`src/rtl/fp_multiplier_seq.sv`:
```
// Sequential IEEE-754 single-precision multiplier: 24-step shift-add core, RNE rounding, fixed 26-cycle latency.
// Define FP_MUL_SUBNORM_EN to accept subnormal inputs; otherwise they are flushed to signed zero.
module fp_multiplier_seq (
  input  logic        clk,
  input  logic        rst_n,
  input  logic [31:0] a,
  input  logic [31:0] b,
  input  logic        in_valid,
  output logic        in_ready,
  output logic [31:0] out,
  output logic        out_valid,
  input  logic        out_ready,
  output logic [1:0]  dbg_state_o
);

  // Handshake: a transfer happens on a rising edge where valid and ready are both 1;
  // in_ready is high only in IDLE, out/out_valid hold in DONE until out_ready is seen.
  typedef enum logic [1:0] {IDLE = 2'd0, MULT = 2'd1, ROUND = 2'd2, DONE = 2'd3} state_t;
  typedef enum logic [1:0] {SP_NONE = 2'd0, SP_NAN = 2'd1, SP_INF = 2'd2, SP_ZERO = 2'd3} special_t;

  state_t             state_q;
  special_t           special_q, special_d;
  logic [4:0]         cnt_q;
  logic               prep_q;
  logic               sign_q;
  logic signed [9:0]  exp_q;
  logic [23:0]        ma_q, mb_q;
  logic [47:0]        mcand_q, prod_q, prod_d;
  logic [31:0]        out_q, result_d;
  logic               out_valid_q, in_ready_q;

  logic               a_nan, a_inf, a_zero, b_nan, b_inf, b_zero;
  logic [7:0]         ea_eff, eb_eff;
  logic [23:0]        ma_d, mb_d, ma_norm, mb_norm;
  logic [9:0]         exp_sum_d;
  logic signed [9:0]  exp_norm;

  logic               p47, guard, sticky, rnd_up;
  logic [22:0]        mant;
  logic [23:0]        m_rnd;
  logic signed [9:0]  e_fin;

  assign in_ready    = in_ready_q;
  assign out         = out_q;
  assign out_valid   = out_valid_q;
  assign dbg_state_o = state_q;

`ifdef FP_MUL_SUBNORM_EN
  function automatic logic [4:0] lzc24(input logic [23:0] m);
    logic [4:0] n;
    logic       found;
    n     = 5'd0;
    found = 1'b0;
    for (int i = 23; i >= 0; i--) begin
      if (m[i]) found = 1'b1;
      else if (!found) n = n + 5'd1;
    end
    return n;
  endfunction

  logic [4:0] lza, lzb;
`endif

  always_comb begin
    a_nan  = (a[30:23] == 8'hFF) && (a[22:0] != 23'd0);
    a_inf  = (a[30:23] == 8'hFF) && (a[22:0] == 23'd0);
    b_nan  = (b[30:23] == 8'hFF) && (b[22:0] != 23'd0);
    b_inf  = (b[30:23] == 8'hFF) && (b[22:0] == 23'd0);
`ifdef FP_MUL_SUBNORM_EN
    a_zero = (a[30:23] == 8'd0) && (a[22:0] == 23'd0);
    b_zero = (b[30:23] == 8'd0) && (b[22:0] == 23'd0);
`else
    a_zero = (a[30:23] == 8'd0);
    b_zero = (b[30:23] == 8'd0);
`endif
    // Subnormals carry an effective exponent of 1 and no implicit one.
    ea_eff    = (a[30:23] == 8'd0) ? 8'd1 : a[30:23];
    eb_eff    = (b[30:23] == 8'd0) ? 8'd1 : b[30:23];
    ma_d      = {a[30:23] != 8'd0, a[22:0]};
    mb_d      = {b[30:23] != 8'd0, b[22:0]};
    exp_sum_d = {2'b00, ea_eff} + {2'b00, eb_eff} - 10'd127;
    if (a_nan || b_nan || (a_inf && b_zero) || (b_inf && a_zero)) special_d = SP_NAN;
    else if (a_inf || b_inf)                                       special_d = SP_INF;
    else if (a_zero || b_zero)                                     special_d = SP_ZERO;
    else                                                           special_d = SP_NONE;
  end

  // Pre-normalisation used in the first MULT cycle so the core always sees a leading one.
  always_comb begin
`ifdef FP_MUL_SUBNORM_EN
    lza      = lzc24(ma_q);
    lzb      = lzc24(mb_q);
    ma_norm  = ma_q << lza;
    mb_norm  = mb_q << lzb;
    exp_norm = exp_q - $signed({5'd0, lza}) - $signed({5'd0, lzb});
`else
    ma_norm  = ma_q;
    mb_norm  = mb_q;
    exp_norm = exp_q;
`endif
    prod_d = prod_q + (mb_q[0] ? mcand_q : 48'd0);
  end

  always_comb begin
    p47    = prod_q[47];
    mant   = p47 ? prod_q[46:24] : prod_q[45:23];
    guard  = p47 ? prod_q[23]    : prod_q[22];
    sticky = p47 ? (|prod_q[22:0]) : (|prod_q[21:0]);
    rnd_up = guard & (sticky | mant[0]);
    m_rnd  = {1'b0, mant} + {23'd0, rnd_up};
    e_fin  = exp_q + $signed({9'd0, p47}) + $signed({9'd0, m_rnd[23]});
    case (special_q)
      SP_NAN:  result_d = 32'h7FC0_0000;
      SP_INF:  result_d = {sign_q, 8'hFF, 23'd0};
      SP_ZERO: result_d = {sign_q, 31'd0};
      default: begin
        if (e_fin >= 10'sd255)    result_d = {sign_q, 8'hFF, 23'd0};
        else if (e_fin <= 10'sd0) result_d = {sign_q, 31'd0};
        else                      result_d = {sign_q, e_fin[7:0], m_rnd[22:0]};
      end
    endcase
  end

  always_ff @(posedge clk or negedge rst_n) begin
    if (!rst_n) begin
      state_q     <= IDLE;
      special_q   <= SP_NONE;
      cnt_q       <= 5'd0;
      prep_q      <= 1'b0;
      sign_q      <= 1'b0;
      exp_q       <= 10'sd0;
      ma_q        <= 24'd0;
      mb_q        <= 24'd0;
      mcand_q     <= 48'd0;
      prod_q      <= 48'd0;
      out_q       <= 32'd0;
      out_valid_q <= 1'b0;
      in_ready_q  <= 1'b1;
    end else begin
      case (state_q)
        IDLE: begin
          if (in_valid && in_ready_q) begin
            state_q    <= MULT;
            in_ready_q <= 1'b0;
            prep_q     <= 1'b1;
            cnt_q      <= 5'd0;
            sign_q     <= a[31] ^ b[31];
            exp_q      <= exp_sum_d;
            ma_q       <= ma_d;
            mb_q       <= mb_d;
            special_q  <= special_d;
          end
        end
        MULT: begin
          if (prep_q) begin
            prep_q  <= 1'b0;
            mcand_q <= {24'd0, ma_norm};
            mb_q    <= mb_norm;
            exp_q   <= exp_norm;
            prod_q  <= 48'd0;
          end else begin
            prod_q  <= prod_d;
            mcand_q <= mcand_q << 1;
            mb_q    <= mb_q >> 1;
            if (cnt_q == 5'd23) begin
              cnt_q   <= 5'd0;
              state_q <= ROUND;
            end else begin
              cnt_q <= cnt_q + 5'd1;
            end
          end
        end
        ROUND: begin
          out_q       <= result_d;
          out_valid_q <= 1'b1;
          state_q     <= DONE;
        end
        DONE: begin
          if (out_ready) begin
            out_valid_q <= 1'b0;
            in_ready_q  <= 1'b1;
            state_q     <= IDLE;
          end
        end
        default: state_q <= IDLE;
      endcase
    end
  end

endmodule

```
`config.mk`:
```
export PLATFORM = sky130hd
export DESIGN_NAME = fp_multiplier_seq
export DESIGN_NICKNAME = d
export VERILOG_FILES = /design/src/rtl/fp_multiplier_seq.sv
export SDC_FILE = /design/constraint.sdc
export NUM_CORES = 1
export LEC_CHECK = 0
export CELL_PAD_IN_SITES_DETAIL_PLACEMENT = 1
export CELL_PAD_IN_SITES_GLOBAL_PLACEMENT = 2
export CORE_ASPECT_RATIO = 0.5
export CORE_MARGIN = 2
export CORE_UTILIZATION = 33
export CTS_CLUSTER_SIZE = 10
export DETAILED_ROUTE_END_ITERATION = 8
export PLACE_DENSITY_LB_ADDON = 0.1
export SETUP_SLACK_MARGIN = 0.02
export SYNTH_ARGS = -nofsm -noshare
export SYNTH_HDL_FRONTEND = slang
export SYNTH_SLANG_ARGS = --single-unit
```
`constraint.sdc`:
```
create_clock -name clk -period 3.85 [get_ports clk]
set_clock_uncertainty 0.05 [all_clocks]
set_input_delay 0.77 -clock clk [delete_from_list [all_inputs] [get_ports clk]]
set_output_delay 0.77 -clock clk [all_outputs]
set_load 0.1 [all_outputs]
```
==> Changelog: implementation, run 1 <==
## Implementation

- Top post-synthesis cells by count: dfrtp_1 (198), nand2_1 (184), a21oi_1 (96)
- Final ANT Viol Nets: 0
- Die height: 143 um
- Vias per std cell: 5.27
- Global-route wire length before repair: 65,200 um
- Delay-heaviest family, CP: simple AND/OR/NAND/NOR gates
- Worst reg2reg startpoint: prod_q[47]
- CTS tree: done
- Gr ovfl total: 0
- Floorplan core density: 33.8%
- Main flop type: dfrtp_1
- Setup tns final: 0 ns
- Total power: 11.6 mW
- CP dominant cell by count: buf_12
- Maximum number of pins on one net before global-route repair: 75
- Hold violation count in the final report: 0
- Synthesis area per yosys: 12,700 um^2
- Site Rows: 50
- WL/cell: 19.0 um
- Sequential-to-total area share from yosys stat: 39.2%
- WS Path Type: flip-flop to flip-flop
- Hold buffers post-CTS: 0
- Vias in the first global route: 11,800
- Reg2Reg Setup Slack: 0.1 ns
- Port buffer count: 103
- RSZ-0062 raised after global routing: true
- RR Endpoint: out[7]
- Core area: 37,700 um^2
- Die Area: 40,200 um^2
- Fmax: 266 MHz
- Post-Syn Nets: 1,579
- DP Wirelength: 29,800 um
- Cell count in the Yosys report: 1,435
- Slew headroom: 27.8%
- Worst hold path class: primary input to asynchronous set/reset pin
- Critical-path maximum fanout: 8
- Largest stage delay, worst path: 0.56 ns
- Initial drt markers: 612
- Status: finished clean
- Post-synth ARST share: 100%
- CP Buf/Inv Count: 4
- Lkg Pwr: 6.97 nW
- Distinct lib cells: 72
- Area Overhead vs Synth: 25.6%
- Number of OpenROAD warnings: 33
- Share of post-route cells with drive strength above 1: 13.0%
- Largest area contributor in the netlist: dfrtp_1
- CP Depth: 17
- Die width: 282 um
- Critical Path AT: 4.02 ns
- IO Pins: 104
- Commonest Layout Cell: dfrtp_1
- Clk root buf: clkbuf_16
- Maximum vdd drop: 0.486 mV
- Critical Path RT: 4.12 ns
- Max-Cap Viols: 0
- Final weighted congestion in routability-driven placement: 0.859
- Pre-CTS setup slack: -0.245 ns
- Remaining DRCs: 0
- Antenna violations before repair: 0
- Post-synth EDFFs: 0
- Post-synthesis instance total: 1,435
- Most frequent cells in the layout: dfrtp_1 (195), nand2_1 (182), buf_4 (116)
- Drt first pass iters: 5
- CTS Buf Count: 17
- Setup ws final: 0.0952 ns
- Critical Path Sink Type: flip-flop
- Measured slew at the worst slew-check pin: 1.08 ns
- Insertion Delay late pin: 0.46 ns
- Final worst-path cycle share: 97.5%
- Clk buf depth: 2
- Final setup fails: 0
- CP max-delay cell: or4_4
- Pwr per Cell Area: 728 nW/um^2
- Synth Register Bits: 199
- Count leader, synth: dfrtp_1
- # clock sinks: 199
- Startpoint Class: flip-flop
- Min Clock Period, post-route: 3.75 ns
- CP startpoint: prod_q[47]
- Clk pin slew, worst setup/hold paths: 0.08 ns
- Top cells, area: dfrtp_1 (39%), ha_1 (7.2%), nand2_1 (5.4%)
- Crit path to: out[7]
- Nets: 1,747
- Top-area cell share: 39.0%
- Ant. Diodes: 0
- Syn_area_per_cell: 8.86 um^2
- Cells along the critical path: buf_12, buf_4, nand2_1, o21ai_0, and3_4, and3b_1, nand2_2, nor2_4, fa_2, ha_4, nand4_1, or4_4, o21ai_2, nand2b_4, buf_12, buf_12, o32ai_2
- CTS H-Tree Depth: 4
[run 1: power by group]
group	switching, mW	internal (mW)	leakage (nW)
Sequential	0.697	2.86	2.55
Combinational	3.81	2.44	4.14
Clock	0.934	0.887	0.274
Total	5.44	6.19	6.97
[run 1: per-stage QoR]
stage          util (%)  hold slack, ns  cell area [um^2]  cells
4_1_cts            41.4           0.331             15600   2120
3_5_place_dp       39.7           0.416             15000   2084
3_3_place_gp       39.7           0.410             15000   2084
5_1_grt            42.4           0.342             16000   2136
6_report           42.4           0.311             16000   2136
2_1_floorplan         -           0.394             12700   1435
[run 1: final cells by class]
cell class	count	area (um^2)
Fill cell	4371	21700
Multi-Input combinational cell	1085	7390
Sequential cell	199	4980
Timing Repair Buffer	231	2120
Tap cell	520	651
Clock buffer	20	457
Inverter	69	259
Clock inverter	12	115
[run 1: timing repair]
item / CTS / global route
setup endpoints to repair: 40 / 40
setup buffers: 4 / 14
gates resized: 8 / 42
pin swaps: 1 / 16
cloned: 0 / 2
[run 1: sequential cells by signal (all words and copies together) (netlist names)]
signal and flops:
in_ready 1, out_valid 1, ma_norm 24, out 32, prod_q 48, mcand_q 48, dbg_state_o 2, cnt_q 5
prep_q 1, special_q 2, mb_norm 24, exp_norm 10, sign_q 1
[run 1: cells by family after synthesis]
logic type / synth area share [%]
simple gates: 18.2
fa+ha+maj: 7.66
flops: 39.2
mux: 4.68
compound gates: 20.4
buf+inv: 4.49
xor+xnor: 5.37
[run 1: routing by layer]
| layer | global-route usage, % | vias up | part of all wire, % |
|---|---|---|---|
| met5 | 0 | - | 0 |
| li1 | - | 5444 | - |
| met4 | 3.25 | 0 | 0.90 |
| met3 | 3.78 | 22 | 3.3 |
| met1 | 30.0 | 5649 | 52 |
| met2 | 31.8 | 144 | 44 |
**Run 1: met3 routing**

Bar = 100 um.
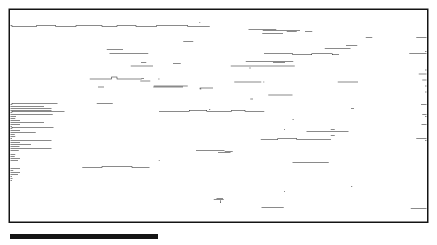
- main direction: horizontal
- nets with wire on the layer: 88
- share of all routed wire: 3.3%
- wire length on this layer: 1,340 um
Post-Route WL: 40,600 um
M3 GR Usage: 3.78%
via count: 11,300

**Run 1: register map, names as in the netlist**

Other sequential cells in the stronger gray, the rest of the logic in the fainter gray.
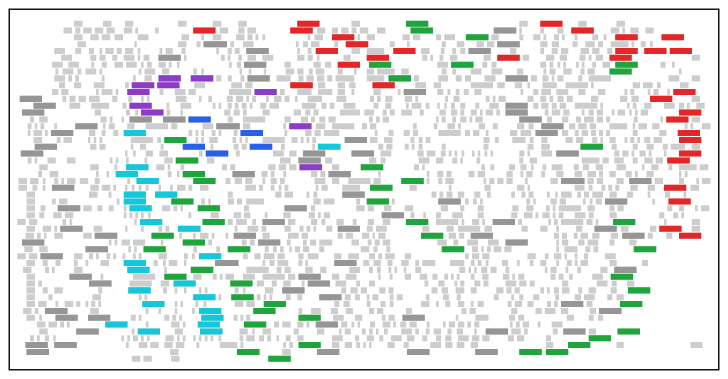
- ma_norm: cyan (sequential cells 24)
- out: red (sequential cells 32)
- mcand_q: green (sequential cells 48; where all over the die)
- cnt_q: blue (sequential cells 5)
- exp_norm: purple (sequential cells 10; where top left)
- not colored: 80
Seq power: 3.55 mW
Register Area: 4980 um^2
Seq/total area: 31.2%

**Run 1: congestion heat map**

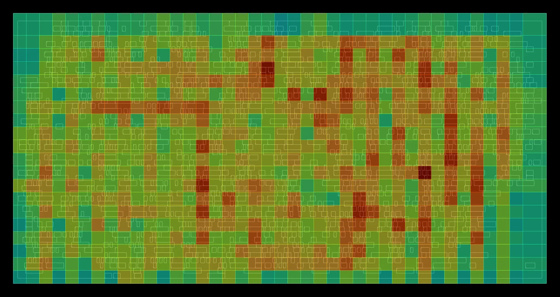
Final Util: 42.4%
met2 Use GR: 31.8%
GRT Resource Usage Total: 20.5%

==> run 1 -> run 2 <==
==> config.mk (replaced) <==
export PLATFORM = sky130hd
export DESIGN_NAME = fp_multiplier_seq
export DESIGN_NICKNAME = d
export VERILOG_FILES = /design/src/rtl/fp_multiplier_seq.sv
export SDC_FILE = /design/constraint.sdc
export NUM_CORES = 1
export LEC_CHECK = 0
export CORE_ASPECT_RATIO = 0.5
export CORE_MARGIN = 2
export CORE_UTILIZATION = 54
export CTS_CLUSTER_SIZE = 10
export DETAILED_ROUTE_END_ITERATION = 8
export PLACE_DENSITY = 0.78
export SETUP_SLACK_MARGIN = 0.02
export SYNTH_ARGS = -nofsm -noshare
export SYNTH_HDL_FRONTEND = slang
export SYNTH_SLANG_ARGS = --single-unit
**Run 2: gate families picked out**

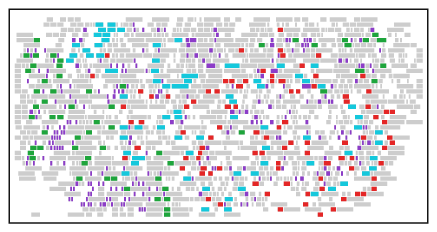
- multiplexers: green (cells 59; where all over the die)
- NAND gates: purple (cells 253; where all over the die)
- AND-OR and OR-AND gates: red (cells 94)
- adder and majority cells: cyan (cells 76; where all over the die)
Final Non-Filler Cells: 1,888
fraction of area in multi-input gates: 47.7%

**Run 2: register map, names as in the netlist**

Other sequential cells in the stronger gray, the rest of the logic in the fainter gray.
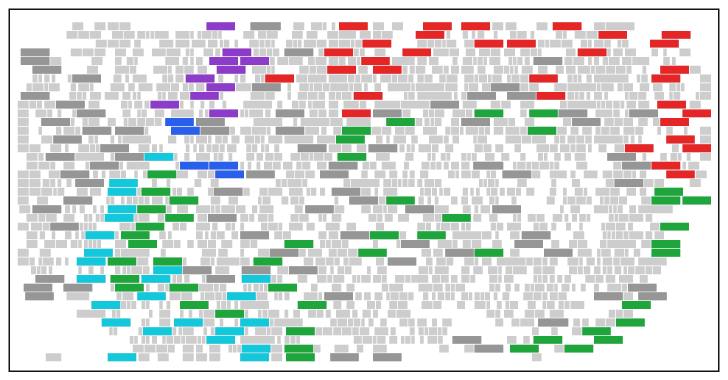
Register Area: 4980 um^2
Seq power: 3.52 mW

**Run 2: congestion heat map**

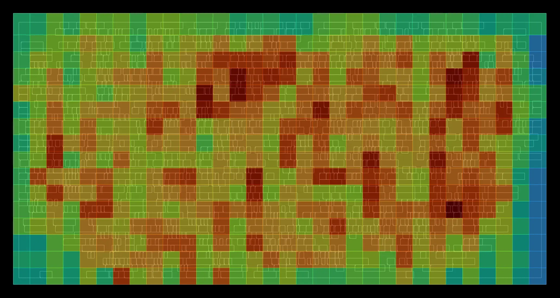
GRT Max-Usage Layer: met2
M1 GR Usage: 39.4%

==> run 2 against run 1 <==
  * Area after synthesis stayed put
  * Final cell count is 12% lower
  * Flip-flop count did not move
  * Clock-buffer cell count down 1
  * Total power down 1.3%
  * Critical path type unchanged
  * Combinational power fell by 3.7%
  * Largest cell class unchanged
  * Design area fell by 3.4%
  * Via count rose by 0.38%
  * Worst setup slack got worse by 0.064 ns
  * Largest power group unchanged
  * Register-to-register slack got worse by 0.06 ns
  * Non-clock buffer count fell by 34
==> Changelog: implementation, run 2 <==
## Implementation

- Post-Route WL: 34,600 um (was 40,600 um)
- Met1 WL: 16,500 um (was 20,900 um)
- Floorplan core density: 55.3% (was 33.8%)
- Final worst-path cycle share: 99.2% (was 97.5%)
- NetSw: 5.17 mW (was 5.44 mW)
- Met2 Use GR: 45.3% (was 31.8%)
- Internal: 6.31 mW (was 6.19 mW)
- Routed wl met3: 1640 um (was 1340 um)
- DP Wirelength: 24,800 um (was 29,800 um)
- Number of OpenROAD warnings: 32 (was 33)
- WL/cell: 18.3 um (was 19.0 um)
- Critical Path AT: 4.09 ns (was 4.02 ns)
- CP dominant cell by count: buf_4 (was buf_12)
- Switching part of the total: 45.1% (was 46.8%)
- Via count: 11,300 (about the same)
- CP Buf/Inv Count: 5 (was 4)
- Die Area: 24,900 um^2 (was 40,200 um^2)
- Area Overhead vs Synth: 21.4% (was 25.6%)
- Global-route wire length before repair: 56,900 um (was 65,200 um)
- Min Clock Period, post-route: 3.82 ns (was 3.75 ns)
- Setup tns final: 0 ns (unchanged)
- CTS tree: done (unchanged)
- Nets: 1,713 (was 1,747)
- Critical Path Sink Type: flip-flop (unchanged)
- Final setup fails: 0 (unchanged)
- Post-synth EDFFs: 0 (unchanged)
- Final instance area: 15,400 um^2 (was 16,000 um^2)
- Top-area cell share: 39.0% (unchanged)
- Lkg Pwr: 6.83 nW (was 6.97 nW)
- Logic cell area: 7350 um^2 (was 7390 um^2)
- Final Util: 67.1% (was 42.4%)
- WS Path Type: flip-flop to flip-flop (unchanged)
- Measured slew at the worst slew-check pin: 1.01 ns (was 1.08 ns)
- Remaining DRCs: 0 (unchanged)
- Core area: 23,000 um^2 (was 37,700 um^2)
- Site Rows: 39 (was 50)
- Die width: 221 um (was 282 um)
- Slew headroom: 32.5% (was 27.8%)
- Insertion Delay late pin: 0.47 ns (was 0.46 ns)
- Hold buffers post-CTS: 0 (unchanged)
- Gr ovfl total: 0 (unchanged)
- Status: finished clean (unchanged)
- Comb pwr: 6.02 mW (was 6.25 mW)
- # placed instances: 1,848 (was 2,084)
- Main flop type: dfrtp_1 (unchanged)
- Synthesis area per yosys: 12,700 um^2 (unchanged)
- Pre-CTS setup slack: -0.161 ns (was -0.245 ns)
- Final weighted congestion in routability-driven placement: 0.934 (was 0.859)
- Clock power share: 16.9% (was 15.7%)
- Max-Cap Viols: 0 (unchanged)
- Critical Path RT: 4.12 ns (about the same)
- Sequential-to-total area share from yosys stat: 39.2% (unchanged)
- CP max-delay cell: or4_4 (unchanged)
- Largest area contributor in the netlist: dfrtp_1 (unchanged)
- CTS H-Tree Depth: 4 (unchanged)
- Post-synth ARST share: 100% (unchanged)
- Worst hold path class: primary input to asynchronous set/reset pin (unchanged)
- Port buffer count: 103 (unchanged)
- Met2 wire len: 16,000 um (was 18,000 um)
- Count leader, synth: dfrtp_1 (unchanged)
- Top post-synthesis cells by count: dfrtp_1 (198), nand2_1 (184), a21oi_1 (96) (unchanged)
- Setup ws final: 0.0309 ns (was 0.0952 ns)
- Vias per std cell: 5.99 (was 5.27)
- Pwr per Cell Area: 744 nW/um^2 (was 728 nW/um^2)
- Top cells, area: dfrtp_1 (39%), ha_1 (7.2%), nand2_1 (5.4%) (unchanged)
- Heaviest power group: combinational logic (unchanged)
-- run 2: cell counts after synthesis --
No cell type changed its count.
-- run 2: worst register-to-register path: cells and delay by family, from the launching register on --
| family | cells | cell delay [ns] |
|---|---|---|
| buffers and inverters | 5 | 0.75 |
| xor gates and xnor gates | 1 | 0.15 |
| adders and majority gates | 1 | 0.43 |
| and+or+nand+nor | 8 | 1.54 |
| AOI/OAI and AO/OA | 3 | 0.35 |
| DFF | 1 | 0.41 |
-- run 2: repair_timing --
item / CTS / global route
setup buffers: 3 / 4
pin swaps: 0 / 9
setup endpoints to repair: 31 / 31
cloned: 0 / 2
gates resized: 6 / 36
-- run 2: area by class of cell --
type | instances | share of cell area [%]
Sequential cell | 199 | 32.3
Clock inverter | 12 | 1.14
Multi-Input combinational cell | 1085 | 47.7
Tap cell | 307 | 2.49
Clock buffer | 19 | 2.87
Inverter | 69 | 1.68
Timing Repair Buffer | 197 | 11.9
-- run 2: cell families (layout without fill, tap and decap cells) --
kind of cell / Yosys count / count (layout) / share of synthesized area [%]
simple gates: 486 / 486 / 18.2
compound gates: 386 / 386 / 20.4
flops: 199 / 199 / 39.2
buf+inv: 151 / 297 / 4.49
xor+xnor: 78 / 78 / 5.37
fa+ha+maj: 76 / 76 / 7.66
mux: 59 / 59 / 4.68
-- run 2: worst paths after layout --
check | cells after the start | to | startpoint
max in group asynchronous | 2 | prod_q[26] | rst_n
min | 1 | ma_norm[3] | rst_n
min in group clk | 2 | ma_norm[14] | ma_norm[14]
max reg2reg | 18 | out[8] | prod_q[47]
max | 18 | out[8] | prod_q[47]
min reg2reg | 2 | ma_norm[14] | ma_norm[14]
No activity file was given, so power comes from the tool's default toggle rates.
